pdn.png
Pins as bars on the die edge. Tap cells in gray.
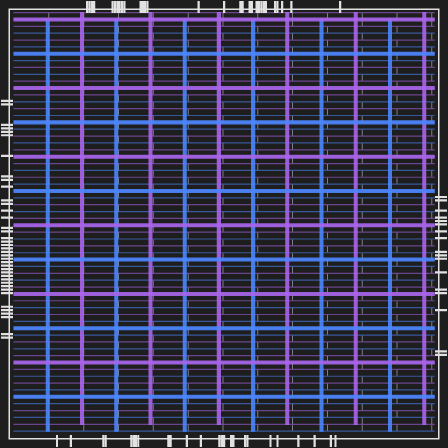
clock_map.png
The bar under the picture is 50 µm long.
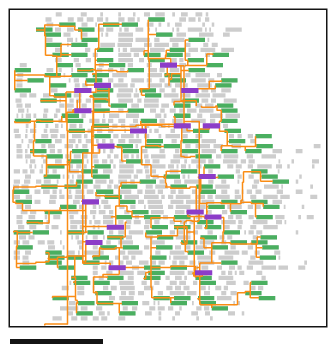
cell_classes.png
The bar under the picture is 50 µm long.
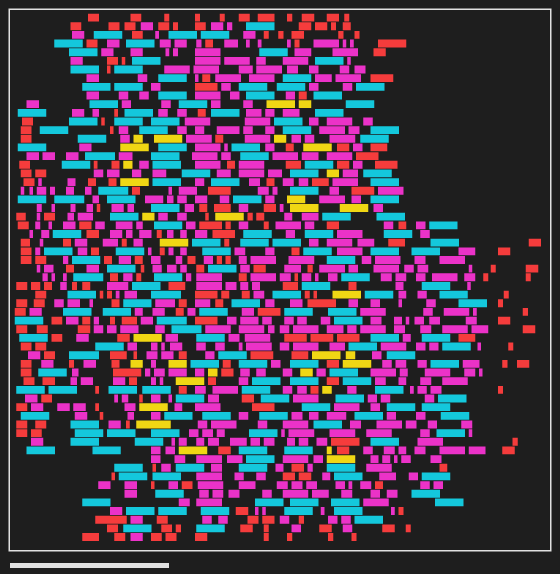
gate_families.png
The bar under the picture is 50 µm long.
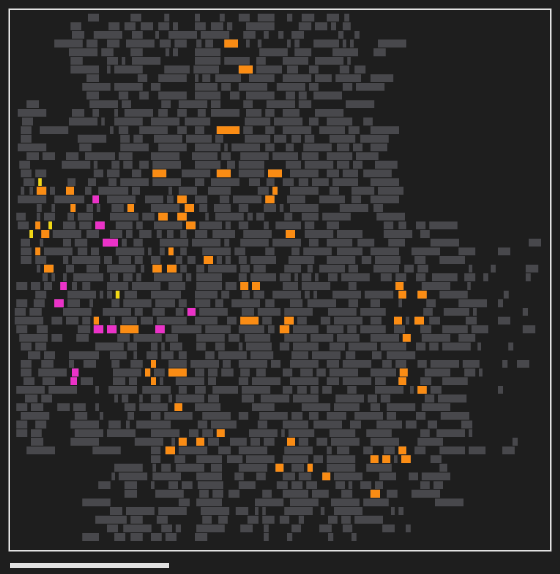
==> config.mk <==
export PLATFORM = sky130hd
export DESIGN_NAME = controle_cpu
export DESIGN_NICKNAME = d
export VERILOG_FILES = /design/src/rtl/controle_cpu.sv
export SDC_FILE = /design/constraint.sdc
export NUM_CORES = 1
export LEC_CHECK = 0
export CELL_PAD_IN_SITES_DETAIL_PLACEMENT = 1
export CELL_PAD_IN_SITES_GLOBAL_PLACEMENT = 2
export CORE_UTILIZATION = 36
export DETAILED_ROUTE_END_ITERATION = 10
export GPL_TIMING_DRIVEN = 0
export PLACE_DENSITY = 0.85
export SYNTH_ARGS = -nofsm -noshare
export SYNTH_HDL_FRONTEND = slang
export SYNTH_SLANG_ARGS = --single-unit
==> constraint.sdc <==
create_clock -name clk -period 2.8 [get_ports clk]
set_clock_uncertainty 0.2 [all_clocks]
set_input_delay 0.7 -clock clk [delete_from_list [all_inputs] [get_ports clk]]
set_output_delay 0.7 -clock clk [all_outputs]
set_load 0.01 [all_outputs]
==> results.py <==
# Generated from Yosys and OpenROAD reports
metrics = {
    "outcome": {
        "run_status": "finished with violations",
        "failed_checks": "negative setup slack",
    },
    "job": {
        "max_cap_violations": 0,
    },
    "detailed_routing": {
        "ant_nets": 0,
        "vias": 8249,
        "drt-pass1-iter-count": 6,
    },
    "final_timing": {
        "timing.max_slew.rel_slack_pct": 32.1,
        "post-route-worst-setup-slack_ps": -275,
        "finalSetupViolations": 46,
    },
    "die": {
        "chip_area_mm2": 0.0288,
        "floorplan.core_util_pct": 36.5,
    },
    "worst_setup_path": {
        "crit_type": "reg2out",
        "reg2regPathDepth": 6,
        "timing.critical_path.slowest_cell_delay_ps": 520,
        "crit_path_top_delay_cell": "sky130_fd_sc_hd__mux4_2",
        "required_ps": 1900,
        "worst_path_most_repeated_cell": "sky130_fd_sc_hd__buf_12",
    },
    "power": {
        "power_per_cell_area_mw_per_mm2": 1260,
        "switching_share_pct": 41.1,
        "power.share.combinational_pct": 54.4,
        "pwr-share-seq_pct": 30.5,
    },
    "yosys": {
        "distinct_cell_type_count_of_the_synthesized_netlist": 51,
        "post_synthesis_cell_count_from_yosys": 757,
        "syn_area_per_cell_um2": 13.4,
        "enable_flop_cells": 0,
        "synth_async_sr_flop_share_pct": 100,
        "ff_type": "sky130_fd_sc_hd__dfrtp_1",
        "ys_chip_area_mm2": 0.0101,
    },
    "grt": {
        "grt_overflow_total": 0,
        "globalRouteTotalUtil_pct": 27.0,
        "global_route_wire_length_before_repair_mm": 56.6,
    },
    "finish": {
        "layout_area_growth_over_synthesis_pct": 32.6,
        "nFillCells": 2754,
        "layout_top_cells_excl_fill_tap": "sky130_fd_sc_hd__dfrtp_1, sky130_fd_sc_hd__a22o_1, sky130_fd_sc_hd__mux4_2",
        "fin_util_pct": 48.4,
        "antenna_cells": 0,
        "largest_reg_flops": 128,
    },
    "clock_tree": {
        "htree_levels": 4,
    },
    "worst_hold_path": {
        "hold_class": "in2async",
    },
}
Back to the opening pictures, pdn.png:
VSS -> blue
VDD -> purple
met4 straps = 12
rows = 61
tap cells = 378
met5 straps = 12
met1 rails = 62
IR Drop Worst-Case VDD: 0.665 mV
Horiz. Die Dim: 170 µm

Back to the opening pictures, clock_map.png:
flip-flops -> green  # count 184
cells driving clock nets -> purple  # count 17
clock wires -> orange  # length 2560 µm
routed clock nets = 18
power drawn by the clock network: 0.00255 W
clock insertion delay at the later pin of the skew report: 450 ps
power share of the clock group: 15.0%

Back to the opening pictures, cell_classes.png:
other buffers and delay cells -> red  # cells 240, share of their area 18%
clock drivers and dummy loads -> yellow  # cells 32, share of their area 4.7%
flip-flops -> cyan  # cells 184, share of their area 36%
all other logic -> magenta  # cells 495, share of their area 42%
final std cell area, no fill: 0.0134 mm²
Core Region: 0.0277 mm²

Back to the opening pictures, gate_families.png:
inverting AOI/OAI gates -> orange  # cells 60
inverters -> yellow  # cells 4, where west
AND and OR gates -> magenta  # cells 11, where west
post-route insts no fill: 1329
dominant logic cell type in the layout: sky130_fd_sc_hd__dfrtp_1

[stage by stage]
step                setup TNS (ps)  instances  area [µm²]  total power (W)  hold slack [ps]
floorplan                        0        757       10100          0.00981              204
CTS                          -7720       1311       13200           0.0165             71.1
global placement          -1351110       1242       11700           0.0125              268
global route                 -9810       1329       13400           0.0177             80.7
finish                       -7600       1329       13400           0.0170             29.2
detailed placement          -44910       1243       11700           0.0128              277
[final cells by class]
cell class	instances	area (µm²)	share of cell area (%)
repair buffers	171	1640	12.2
well taps	378	473	3.52
multi-input cells	491	5450	40.6
flip-flops and latches	184	4610	34.4
inverters	4	15.0	0.112
plain buffers	69	624	4.65
clock inverters	15	179	1.33
clock buffers	17	425	3.17
[metal layers]
layer,global-route usage [%],share of wire [%],up-vias
met1,36.3,41,4356
li1,-,-,3350
met3,5.64,8.1,95
met2,41.6,47,448
met5,0,0,-
met4,13.0,4.1,0
[logic make-up (layout without fill, tap and decap cells)]
kind of cell / after synthesis / after routing / synth area share [%]
mux: 200 / 200 / 30.1
compound gates: 187 / 187 / 14.9
flops: 184 / 184 / 45.5
simple gates: 99 / 100 / 5.42
buf+inv: 83 / 276 / 3.65
fa+ha+maj: 2 / 2 / 0.247
xor+xnor: 2 / 2 / 0.173
[Yosys cell counts, drive strengths merged (2+ instances only)]
cell type | count | share of area, %
mux4 | 77 | 17
nor3 | 10 | 0.72
mux2i | 57 | 5.6
o21ai | 19 | 0.94
a22o | 124 | 11
a21o | 2 | 0.15
a31oi | 2 | 0.19
nand2b | 4 | 0.25
nand2 | 24 | 0.89
buf | 48 | 2.3
nand3 | 2 | 0.099
nand3b | 2 | 0.15
ha | 2 | 0.25
and2 | 6 | 0.37
o22ai | 5 | 0.31
mux2 | 66 | 7.3
a21oi | 9 | 0.56
nor2 | 33 | 1.5
nor2b | 5 | 0.31
o2bb2ai | 3 | 0.26
a22oi | 19 | 1.4
nor4 | 4 | 0.25
dfrtp | 183 | 45
inv | 4 | 0.15
clkbuf | 31 | 1.1
[what timing repair did]
| item | CTS | global route |
|---|---|---|
| resized | 400 | 40 |
| endpoints found under the setup margin | 54 | 61 |
| cloned | 4 | 1 |
| setup buffers | 41 | 25 |
| pin swaps | 15 | 12 |
[power groups by stage]
stage / clock, W / sequential, W / combinational [W]
after floorplan: 0 / 0.00468 / 0.00513
after global placement: 0 / 0.00491 / 0.00761
after detailed placement: 0 / 0.00499 / 0.00777
after CTS: 0.00255 / 0.00508 / 0.00884
after global routing: 0.00265 / 0.00532 / 0.00972
final: 0.00255 / 0.00518 / 0.00924
No activity file was given, so power comes from the tool's default toggle rates.
